Fig. 1: power grid
The bar under the picture is 20 microns long. Pins as bars on the die edge. Tap cells in gray.
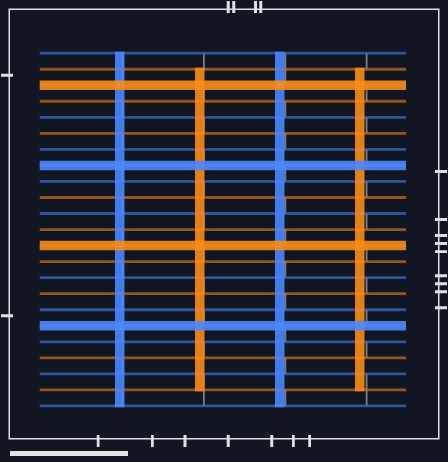
Fig. 2: cell classes on the final placement
The bar under the picture is 20 microns long.
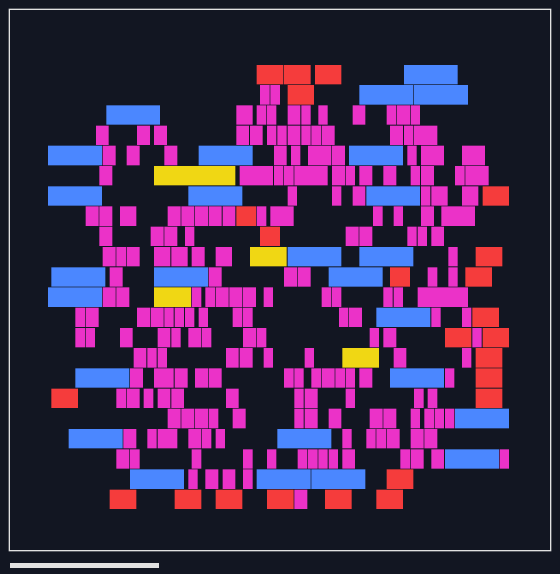
Fig. 3: clock wires, drivers and flops
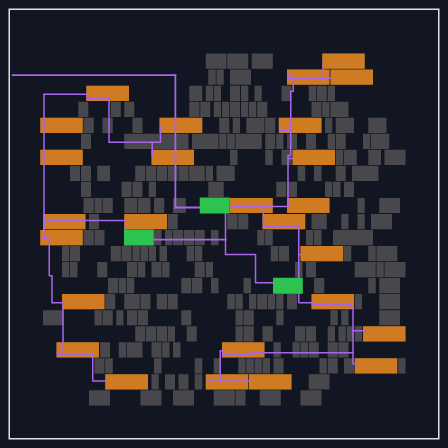
[src/rtl/bitser_tx.sv]
// MSB-first parallel-to-serial transmitter with a one-word holding register
// and per-word programmable precision latched when the word enters the shifter.
module bitser_tx #(
    parameter int W  = 8,
    parameter int PW = $clog2(W) + 1
) (
    input  logic          clk,
    input  logic          clr_n,
    input  logic          step,
    input  logic [PW-1:0] prec,
    input  logic          in_valid,
    output logic          in_ready,
    input  logic [W-1:0]  in_data,
    output logic          out,
    output logic          out_valid,
    output logic          out_first,
    output logic          out_last,
    output logic          busy
);

    typedef enum logic {
        IDLE  = 1'b0,
        SHIFT = 1'b1
    } state_t;

    localparam logic [PW-1:0] W_P   = PW'(W);
    localparam logic [PW-1:0] ONE_P = PW'(1);

    state_t         state_q, state_d;
    logic [W-1:0]   shreg_q, shreg_d;
    logic [PW-1:0]  cnt_q, cnt_d;
    logic [PW-1:0]  p_q, p_d;
    logic [W-1:0]   hold_q, hold_d;
    logic           hold_full_q, hold_full_d;

    logic           shifting;
    logic           accept;
    logic           finishing;
    logic           free;
    logic           load;
    logic [W-1:0]   load_data;
    logic [PW-1:0]  p_eff;

    assign shifting  = (state_q == SHIFT);
    assign in_ready  = ~hold_full_q;
    assign accept    = in_valid & ~hold_full_q;
    assign out_valid = shifting;
    assign out       = shifting & shreg_q[W-1];
    assign out_last  = shifting && (cnt_q == '0);
    assign out_first = shifting && (cnt_q == p_q - ONE_P);
    assign busy      = shifting | hold_full_q;
    assign finishing = out_last & step;
    assign free      = ~shifting | finishing;

    always_comb begin
        p_eff = prec;
        if (prec == '0 || prec > W_P) begin
            p_eff = W_P;
        end
    end

    always_comb begin
        state_d     = state_q;
        shreg_d     = shreg_q;
        cnt_d       = cnt_q;
        p_d         = p_q;
        hold_d      = hold_q;
        hold_full_d = hold_full_q;
        load        = 1'b0;
        load_data   = in_data;

        // The held word always goes first so words leave in acceptance order.
        if (free && hold_full_q) begin
            load        = 1'b1;
            load_data   = hold_q;
            hold_full_d = accept;
            if (accept) begin
                hold_d = in_data;
            end
        end else if (free && accept) begin
            load = 1'b1;
        end else if (accept) begin
            hold_d      = in_data;
            hold_full_d = 1'b1;
        end

        // Left-justify the word so bit P-1 sits at the MSB and drives out.
        if (load) begin
            state_d = SHIFT;
            shreg_d = load_data << (W_P - p_eff);
            cnt_d   = p_eff - ONE_P;
            p_d     = p_eff;
        end else if (finishing) begin
            state_d = IDLE;
        end else if (shifting && step) begin
            shreg_d = shreg_q << 1;
            cnt_d   = cnt_q - ONE_P;
        end
    end

    always_ff @(posedge clk) begin
        if (!clr_n) begin
            state_q     <= IDLE;
            shreg_q     <= '0;
            cnt_q       <= '0;
            p_q         <= '0;
            hold_q      <= '0;
            hold_full_q <= 1'b0;
        end else begin
            state_q     <= state_d;
            shreg_q     <= shreg_d;
            cnt_q       <= cnt_d;
            p_q         <= p_d;
            hold_q      <= hold_d;
            hold_full_q <= hold_full_d;
        end
    end

endmodule

[config.mk]
export PLATFORM = sky130hd
export DESIGN_NAME = bitser_tx
export DESIGN_NICKNAME = d
export VERILOG_FILES = /design/src/rtl/bitser_tx.sv
export SDC_FILE = /design/constraint.sdc
export NUM_CORES = 1
export LEC_CHECK = 0
export ABC_AREA = 1
export CAP_MARGIN = 20
export CORE_MARGIN = 5
export CORE_UTILIZATION = 40
export DETAILED_ROUTE_END_ITERATION = 8
export PLACE_DENSITY_LB_ADDON = 0.08
export SLEW_MARGIN = 20
export SYNTH_ARGS = -nofsm -noshare
export SYNTH_HDL_FRONTEND = slang
export SYNTH_SLANG_ARGS = --single-unit
[constraint.sdc]
create_clock -name clk -period 3.8 [get_ports clk]
set_clock_uncertainty 0.15 [all_clocks]
set_input_delay 0.76 -clock clk [delete_from_list [all_inputs] [get_ports clk]]
set_output_delay 0.76 -clock clk [all_outputs]
set_load 0.05 [all_outputs]
==> PnR_summary.wiki <==
=== Synthesis and place and route ===
{| class="wikitable"
! Metric !! Value
|-
| Total number of sequential cells || 26
|-
| Count of vias placed by the detailed router || 1536
|-
| Global routing usage on met2 || 23.4%
|-
| Post-synthesis adder-cell area fraction || 2.39%
|-
| Summed area of non-filler cells in the final layout || 1880 sq um
|-
| Main kind of combinational logic by area || simple AND/OR/NAND/NOR gates
|-
| Pin count of the biggest net entering global routing || 21
|-
| Combinational group share of total power || 29.3%
|-
| Overall Global Routing Usage || 14.7%
|-
| Plain + repair buffers || 24
|-
| Reg-to-reg critical path startpoint || cnt_q[3]
|-
| Number of well taps || 48
|-
| Number of detailed-routing iterations run before antenna repair || 4
|-
| Drt total wl || 3.75 mm
|-
| Layout overhead on the synthesized area || 20.0%
|-
| Worst R2R Path Depth || 12
|-
| Power density over the cells || 413 nW/um^2
|-
| Required @ worst endpoint || 2890 ps
|-
| CTS tree || done
|-
| Most used flip-flop cell after synthesis || sky130_fd_sc_hd__dfxtp_1
|-
| Maximum number of buffers from clock root to sink || 2
|-
| Max_cap viols || 0
|-
| Tightest Hold Check Type || flip-flop to flip-flop
|-
| Number of setup buffers added after CTS || 0
|-
| Top-Level Pins || 22
|-
| Dominant class by area || combinational gates
|-
| Clock group share of total power || slightly below 30%
|-
| Die Ht || 72.6 microns
|-
| Cell count after placement || 307
|-
| Sequential share of power || 41.2%
|-
| Area share of buffers outside the clock network || 12.4%
|-
| Most frequent cells in the layout || sky130_fd_sc_hd__nand2_1, sky130_fd_sc_hd__nand3_1, sky130_fd_sc_hd__o21ai_0
|-
| Fp util || 42.2%
|-
| DPL Wire Length || 2.86 mm
|-
| Yosys warnings || 0
|-
| Multi-input gates || 177
|-
| Number of stages on the worst hold path || 2
|-
| Final Hold Violating Endpoints || 0
|-
| Post-synthesis cell area || 1570 sq um
|-
| Compound-cell area share of the yosys netlist || 18.8%
|-
| Top post-synthesis cells by count || sky130_fd_sc_hd__nand2_1, sky130_fd_sc_hd__nand3_1, sky130_fd_sc_hd__o21ai_0
|-
| Count of clock-net buffers in the final layout || 3
|-
| Top fanout value on the critical path || 4
|-
| CP endpoint kind || primary output
|-
| Run status || completed
|-
| TritonCTS Sinks || 26
|-
| Chip area || approximately 5300 sq um
|-
| Leading power group || sequential cells
|-
| Pins over their slew limit || 0
|-
| Met1 Wirelength || 1.97 mm
|-
| Internal power of the cells || 0.530 mW
|-
| Fraction of synthesis flops using an asynchronous set or reset pin || 0%
|-
| Post-DRT Antenna Nets || 0
|-
| Capturing instance or port of the critical path || out_first
|-
| Row count || 22
|-
| Relative slew slack || between 50 and 60%
|-
| Multiplexer fraction of the synthesized cell area || 0%
|-
| Comb power || roughly 0.23 mW
|-
| Worst Hold Launch || hold_q[7]
|-
| CTS Buf Count || 3
|-
| Main area contributors || sky130_fd_sc_hd__dfxtp_1, sky130_fd_sc_hd__nand2_1, sky130_fd_sc_hd__nand3_1
|-
| First-pass GRT wire length || between 6 and 7 mm
|-
| Total cell area at the placement stage || 1810 sq um
|-
| CTS clock-pin slew for the worst setup and hold paths || 90 ps
|}
## Picture notes: Fig. 1
legend:
  blue:
    net: VSS
  orange:
    net: VDD
rows: 22
tap cells: 48
met5 straps: 4

## Picture notes: Fig. 2
legend:
  red:
    class: other buffers and delay cells
    cells: 24
  magenta:
    class: all other logic
    cells: 209
  yellow:
    class: clock drivers and dummy loads
    cells: 4
  blue:
    class: flip-flops
    cells: 26
final design utilization: 50.6%
sequential portion of the cell area: 27.7%
core area: 3720 sq um

## Picture notes: Fig. 3
legend:
  purple:
    item: clock wires
    length: 338 microns
  orange:
    item: flip-flops
    count: 26
  green:
    item: cells driving clock nets
    count: 3
flops lie: all over the die
clock network power consumption: 0.230 mW
clock latency on the worst-skew pair: 270 ps

-- worst max-delay path, cell delays in order, from the launching register on --
cell and delay, ps:
sky130_fd_sc_hd__dfxtp_1 380, sky130_fd_sc_hd__inv_1 70, sky130_fd_sc_hd__ha_1 300, sky130_fd_sc_hd__a21oi_1 130
sky130_fd_sc_hd__o21ai_0 90, sky130_fd_sc_hd__nor4_1 260, sky130_fd_sc_hd__clkdlybuf4s50_1 840
-- registers in the layout, summed over array words and instances (netlist names) --
register     count
hold_q           8
hold_full_q      1
shreg_q          8
p_q              4
cnt_q            4
out_valid        1
-- per-stage QoR --
stage / total power, mW / utilization (%)
floorplan: 0.493 / -
global placement: 0.554 / 48.7
detailed placement: 0.554 / 48.7
CTS: 0.787 / 50.6
global route: 0.829 / 50.6
finish: 0.778 / 50.6
Power figures rest on the tool's default switching activity, not on a simulated workload.
